==> config.mk <==
export PLATFORM = sky130hd
export DESIGN_NAME = gpio_in_filter
export DESIGN_NICKNAME = d
export VERILOG_FILES = /design/src/rtl/gpio_filt_pkg.sv /design/src/rtl/gpio_filt_bit.sv /design/src/rtl/gpio_in_filter.sv
export SDC_FILE = /design/constraint.sdc
export NUM_CORES = 1
export LEC_CHECK = 0
export ABC_AREA = 1
export CAP_MARGIN = 20
export CORE_MARGIN = 5
export CORE_UTILIZATION = 50
export CTS_BUF_LIST = sky130_fd_sc_hd__clkbuf_8
export CTS_CLUSTER_SIZE = 25
export DETAILED_ROUTE_END_ITERATION = 12
export GPL_TIMING_DRIVEN = 1
export PLACE_DENSITY = 0.76
export REMOVE_ABC_BUFFERS = 1
export SYNTH_ARGS = -nofsm -noshare
export SYNTH_HDL_FRONTEND = slang
export SYNTH_SLANG_ARGS = --single-unit
==> constraint.sdc <==
create_clock -name clk -period 2.2 [get_ports clk]
set_clock_uncertainty 0.05 [all_clocks]
set_input_delay 0.22 -clock clk [delete_from_list [all_inputs] [get_ports clk]]
set_output_delay 0.22 -clock clk [all_outputs]
set_load 0.02 [all_outputs]
==> src/rtl/gpio_filt_pkg.sv <==
// ============================================================================
// Module   : gpio_filt_pkg
// Brief    : Shared defaults and threshold helper for the GPIO input filter.
// Revision : 1.0 - initial release
// ============================================================================
`default_nettype none

package gpio_filt_pkg;

    localparam int GPIO_FILT_NBITS       = 8;
    localparam int GPIO_FILT_CNT_W       = 8;
    localparam int GPIO_FILT_SYNC_STAGES = 2;

    // Threshold is carried at 32 bits so one helper serves every CNT_W (<= 31).
    localparam int GPIO_FILT_T_W = 32;

    // A disabled filter or a zero threshold behaves as a one-cycle threshold.
    function automatic logic [GPIO_FILT_T_W-1:0] eff_thresh(
        input logic                     filt_en,
        input logic [GPIO_FILT_T_W-1:0] thresh
    );
        if (!filt_en || (thresh == '0)) begin
            return GPIO_FILT_T_W'(1);
        end
        return thresh;
    endfunction

endpackage : gpio_filt_pkg

`default_nettype wire

==> src/rtl/gpio_filt_bit.sv <==
// ============================================================================
// Module   : gpio_filt_bit
// Brief    : One GPIO line: synchroniser, debounce counter, filtered flop and
//            optional edge-pulse flops (GPIO_IN_FILTER_EDGE_EN).
// Revision : 1.0 - initial release
// ============================================================================
`default_nettype none

module gpio_filt_bit
    import gpio_filt_pkg::*;
#(
    parameter int CNT_W       = GPIO_FILT_CNT_W,
    parameter int SYNC_STAGES = GPIO_FILT_SYNC_STAGES
) (
    input  logic             clk,
    input  logic             rstn,
    input  logic             pad_din,
    input  logic             filt_en,
    input  logic [CNT_W-1:0] thresh,
    output logic             filt_out,
    output logic             rise_pulse,
    output logic             fall_pulse
);

    logic [SYNC_STAGES-1:0]   r_sync;
    logic [CNT_W-1:0]         r_cnt;
    logic                     r_filt;
    logic                     w_sync_out;
    logic                     w_diff;
    logic                     w_update;
    logic [GPIO_FILT_T_W-1:0] w_thr;
    logic [GPIO_FILT_T_W-1:0] w_cnt_inc;

    always_ff @(posedge clk or negedge rstn) begin
        if (!rstn) begin
            r_sync <= '0;
        end else begin
            r_sync <= {r_sync[SYNC_STAGES-2:0], pad_din};
        end
    end

    assign w_sync_out = r_sync[SYNC_STAGES-1];

    // Threshold is sampled live, so a lowered value can release a bit whose
    // count already meets it on the very next differing edge.
    assign w_thr     = eff_thresh(filt_en, GPIO_FILT_T_W'(thresh));
    assign w_cnt_inc = GPIO_FILT_T_W'(r_cnt) + GPIO_FILT_T_W'(1);
    assign w_diff    = w_sync_out ^ r_filt;
    assign w_update  = w_diff && (w_cnt_inc >= w_thr);

    always_ff @(posedge clk or negedge rstn) begin
        if (!rstn) begin
            r_cnt  <= '0;
            r_filt <= 1'b0;
        end else begin
            if (!w_diff || w_update) begin
                r_cnt <= '0;
            end else begin
                r_cnt <= r_cnt + CNT_W'(1);
            end
            if (w_update) begin
                r_filt <= w_sync_out;
            end
        end
    end

    assign filt_out = r_filt;

`ifdef GPIO_IN_FILTER_EDGE_EN
    logic r_rise;
    logic r_fall;

    // Pulses are registered alongside the filtered value so they line up with it.
    always_ff @(posedge clk or negedge rstn) begin
        if (!rstn) begin
            r_rise <= 1'b0;
            r_fall <= 1'b0;
        end else begin
            r_rise <= w_update &  w_sync_out;
            r_fall <= w_update & ~w_sync_out;
        end
    end

    assign rise_pulse = r_rise;
    assign fall_pulse = r_fall;
`else
    assign rise_pulse = 1'b0;
    assign fall_pulse = 1'b0;
`endif

endmodule : gpio_filt_bit

`default_nettype wire

==> src/rtl/gpio_in_filter.sv <==
// ============================================================================
// Module   : gpio_in_filter
// Brief    : Per-bit synchronise/debounce stage ahead of the GPIO core, with
//            optional edge pulses and masked irq (GPIO_IN_FILTER_EDGE_EN).
// Revision : 1.0 - initial release
// ============================================================================
`default_nettype none

module gpio_in_filter
    import gpio_filt_pkg::*;
#(
    parameter int NBITS       = GPIO_FILT_NBITS,
    parameter int CNT_W       = GPIO_FILT_CNT_W,
    parameter int SYNC_STAGES = GPIO_FILT_SYNC_STAGES
) (
    input  logic             clk,
    input  logic             rstn,
    input  logic [NBITS-1:0] pad_din,
    input  logic [NBITS-1:0] filt_en,
    input  logic [CNT_W-1:0] thresh,
    input  logic [NBITS-1:0] irq_mask,
    output logic [NBITS-1:0] gpioi_din,
    output logic [NBITS-1:0] rise_pulse,
    output logic [NBITS-1:0] fall_pulse,
    output logic             irq
);

    for (genvar i = 0; i < NBITS; i++) begin : g_bit
        gpio_filt_bit #(
            .CNT_W       (CNT_W),
            .SYNC_STAGES (SYNC_STAGES)
        ) u_bit (
            .clk        (clk),
            .rstn       (rstn),
            .pad_din    (pad_din[i]),
            .filt_en    (filt_en[i]),
            .thresh     (thresh),
            .filt_out   (gpioi_din[i]),
            .rise_pulse (rise_pulse[i]),
            .fall_pulse (fall_pulse[i])
        );
    end

`ifdef GPIO_IN_FILTER_EDGE_EN
    // Built only from registered pulses, so pad activity cannot glitch it.
    assign irq = |((rise_pulse | fall_pulse) & irq_mask);
`else
    logic w_unused_mask;
    assign w_unused_mask = ^irq_mask;
    assign irq           = 1'b0;
`endif

endmodule : gpio_in_filter

`default_nettype wire

**Run 1: routing congestion map**

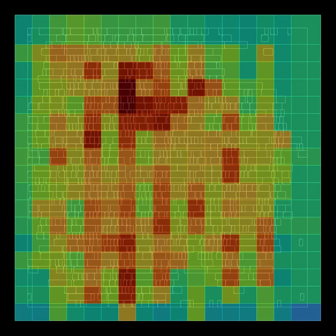
met3 Use GR: 3.064%
met2 GRT Util: 32.46%
Top Usage Layer GRT: met2
Total GRT Usage: 18.84%
post-layout util: 71.00%

**Run 1: zoomed window**

Region (49, 24) to (74, 49) um. Cells in gray, sequential cells in the stronger gray; small squares are vias.
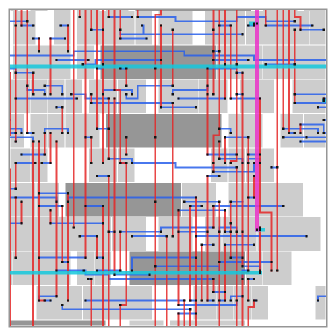
[cyan] metal 3
[blue] metal 1
[red] metal 2
[magenta] metal 4
sequential cells in the window: 4
netlist names of flops here include: g_bit.u_bit.r_cnt (4)
cells with their middle in the window: 59
most frequent: nand2_1 (11), inv_1 (7), buf_4 (7)

**Run 1: pin placement**

Drawn at 4 px/um. Pins as bars across the die edge, other pins in gray.
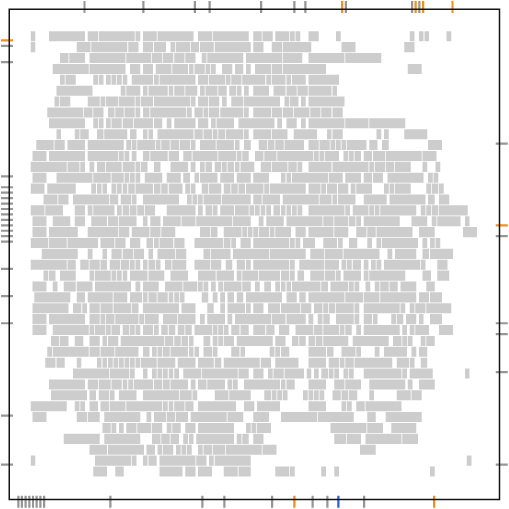
[blue] irq | pins: 1 | direction: output | edge: south
[orange] rise_pulse | pins: 8 | direction: output | edge: 4 north, 2 south, 1 west, 1 east
all pins by edge: 20 west, 18 south, 14 north, 7 east

==> impl_results.rst, run 1 <==
Synthesis and place-and-route
=============================

.. list-table::
   :header-rows: 1

   * - Metric
     - Value
   * - Routed length per instance
     - 14.03 um
   * - DR pass1 iterations
     - 6
   * - Cell Area, Synth
     - 6291 um2
   * - Unrepaired setup endpoints after global routing
     - yes
   * - Sum of overflow across all layers after global routing
     - 0
   * - Cell type group with the largest total delay on the critical path
     - simple AND/OR/NAND/NOR gates
   * - Final Cycle Share
     - 109.1%
   * - Setup slack at placement
     - -580.9 ps
   * - IR Drop Worst-Case VDD
     - around 0.00045 V
   * - PnR worst setup slack
     - -200.5 ps
   * - Setup Viol. Count Final
     - 37
   * - Final weighted congestion of routability-driven global placement
     - 0.8356
   * - # hold bufs at CTS
     - 1
   * - Async SR Flop Fraction
     - 100.0%
   * - Cell area after layout
     - 8851 um2
   * - Hold Violations, Final
     - 0
   * - Worst hold path endpoint
     - g_bit[4].u_bit.r_sync[0]$_DFF_PN0_
   * - Violated checks
     - negative setup slack
   * - Total vias in the final route
     - 5705
   * - Largest area contributor in the synthesized netlist
     - sky130_fd_sc_hd__dfrtp_1
   * - Leakage
     - around 4.5 nW
   * - Biggest combinational cell group after synthesis
     - simple AND/OR/NAND/NOR gates
   * - Worst setup startpoint
     - g_bit[2].u_bit.r_cnt[0]$_DFF_PN0_
   * - Clock network power share
     - between 15 and 20%
   * - Initial antenna violation count
     - 0
   * - Post-route met1 wirelength
     - 6551 um
   * - Share of total power in sequential cells
     - approximately a third
   * - Cell types with the highest counts after synthesis
     - sky130_fd_sc_hd__nand2_1 (168), sky130_fd_sc_hd__inv_1 (116), sky130_fd_sc_hd__nor2_1 (109), sky130_fd_sc_hd__dfrtp_1 (88), sky130_fd_sc_hd__nand3_1 (75)
   * - IO Pins
     - 59
   * - Count of buffers added by post-CTS timing repair for setup
     - 29
   * - Result of the run
     - finished, violations left
   * - XOR Share, Synth
     - under 10%
   * - Cell depth of the worst flop-to-flop path
     - 14
   * - Critical Path Most Common Cell
     - sky130_fd_sc_hd__nand2_1
   * - Reg-to-reg startpoint
     - g_bit[2].u_bit.r_cnt[0]$_DFF_PN0_
   * - EDFF count, synth
     - 0
   * - Area growth, synth to finish
     - 40.69%
   * - Share of total power consumed by net switching
     - 38.72%
   * - Highest metal layer used by the detailed router
     - met4
   * - Sequential logic power
     - about 2.1 mW
**Run 1: sequential cells grouped by signal name**

Drawn at 2 px/um.
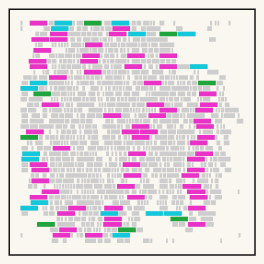

==> run 2, diff against run 1 <==
--- a/config.mk
+++ b/config.mk
@@ -8,12 +8,12 @@
 export ABC_AREA = 1
 export CAP_MARGIN = 20
 export CORE_MARGIN = 5
-export CORE_UTILIZATION = 50
+export CORE_UTILIZATION = 25
 export CTS_BUF_LIST = sky130_fd_sc_hd__clkbuf_8
 export CTS_CLUSTER_SIZE = 25
 export DETAILED_ROUTE_END_ITERATION = 12
 export GPL_TIMING_DRIVEN = 1
-export PLACE_DENSITY = 0.76
+export PLACE_DENSITY = 0.45
 export REMOVE_ABC_BUFFERS = 1
 export SYNTH_ARGS = -nofsm -noshare
 export SYNTH_HDL_FRONTEND = slang
**Run 2: sequential cells grouped by signal name**

Drawn at 1.5 px/um.
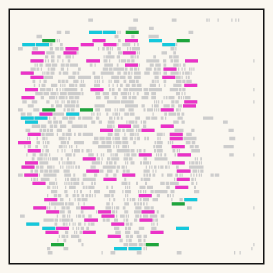
[magenta] g_bit.u_bit.r_cnt | sequential cells: 64
[cyan] g_bit.u_bit.r_sync | sequential cells: 16
[green] g_bit.u_bit.filt_out | sequential cells: 8

==> run 2 against run 1 <==
- total power is 2.0% lower
- highest routed layer is now met5
- the flow still finishes with violations (negative setup slack)
- final cell count is 16% higher
- synthesized area stayed put
==> impl_results.rst, run 2 <==
Synthesis and place-and-route
=============================

.. list-table::
   :header-rows: 1

   * - Metric
     - Value
   * - PnR worst setup slack
     - -37.98 ps
   * - Design Power
     - 6.372 mW
   * - Worst hold path endpoint
     - g_bit[0].u_bit.r_sync[0]$_DFF_PN0_
   * - Result of the run
     - finished, violations left
   * - Met3 Use GR
     - 2.475%
   * - Post-synthesis cell count from yosys
     - 803
   * - Launch instance of the worst min-delay path
     - pad_din[0]
   * - # hold bufs at CTS
     - 1
   * - Final Routed Wirelength
     - 16490 um
   * - Violated checks
     - negative setup slack
   * - Multi-input combinational cell count
     - 570
   * - Top Usage Layer GRT
     - met2
   * - Unrepaired setup endpoints after global routing
     - yes
   * - Clock network power share
     - 16.7%
   * - Initial antenna violation count
     - 4
   * - Horiz. Die Dim
     - ~170 um
   * - Final HPWL from detailed placement
     - 10900 um
   * - Leakage
     - 4.603 nW
   * - Cell area after layout
     - 9402 um2
   * - Largest type area fraction
     - between 30% and 40%
   * - Min Clock Period, post-route
     - 2238 ps
   * - Setup slack at placement
     - -526.5 ps
   * - Synth top area cells
     - sky130_fd_sc_hd__dfrtp_1 (35%), sky130_fd_sc_hd__ha_1 (14%), sky130_fd_sc_hd__nand2_1 (10%)
   * - IO Pins
     - 59
   * - Violation count after the first detailed-route iteration
     - 144
   * - Post-route met1 wirelength
     - 7566 um
   * - Met1 demand-to-capacity share in global routing
     - 14.13%
   * - Biggest combinational cell group after synthesis
     - simple AND/OR/NAND/NOR gates
   * - Setup Viol. Count Final
     - 19
   * - Metal3 WL
     - about 550 um
   * - Share of total power consumed by net switching
     - 40.74%
   * - Number of flip-flops in the largest register
     - 64
   * - Total vias in the final route
     - 5529
   * - Worst setup startpoint
     - g_bit[1].u_bit.r_cnt[0]$_DFF_PN0_
   * - Routed length per instance
     - 12.59 um
   * - DR pass1 iterations
     - 4
   * - Fraction of area in clock buffers and inverters
     - 1.850%
   * - XOR Share, Synth
     - under 10%
   * - Register-to-register setup slack
     - -40 ps
   * - Post-layout util
     - 37.66%
   * - IR Drop Worst-Case VDD
     - 0.0003775 V
   * - Cell Area, Synth
     - approximately 6300 um2
   * - Count of buffers added by post-CTS timing repair for setup
     - 19
   * - Sum of overflow across all layers after global routing
     - 0
   * - Final weighted congestion of routability-driven global placement
     - 0.7740
   * - Worst reg2reg path endpoint
     - g_bit[1].u_bit.r_cnt[5]$_DFF_PN0_
   * - Total GRT Usage
     - between 10 and 15%
   * - Core Area
     - 24960 um2
   * - Largest area contributor in the synthesized netlist
     - sky130_fd_sc_hd__dfrtp_1
   * - Highest metal layer used by the detailed router
     - met5
   * - Cell depth of the worst flop-to-flop path
     - 15
   * - EDFF count, synth
     - 0
   * - Share of total power in sequential cells
     - 32.6%
   * - Largest net degree at the start of global routing
     - around 43
   * - Final Cycle Share
     - 101.7%
   * - Largest cell class by area
     - combinational gates
   * - Async SR Flop Fraction
     - 100.0%
   * - Reg-to-reg startpoint
     - g_bit[1].u_bit.r_cnt[0]$_DFF_PN0_
   * - Hold Violations, Final
     - 0
   * - Area growth, synth to finish
     - 49.44%
   * - Cell type group with the largest total delay on the critical path
     - simple AND/OR/NAND/NOR gates
   * - Cell types with the highest counts after synthesis
     - sky130_fd_sc_hd__nand2_1 (168), sky130_fd_sc_hd__inv_1 (116), sky130_fd_sc_hd__nor2_1 (109), sky130_fd_sc_hd__dfrtp_1 (88), sky130_fd_sc_hd__nand3_1 (75)
Power figures rest on the tool's default switching activity, not on a simulated workload.
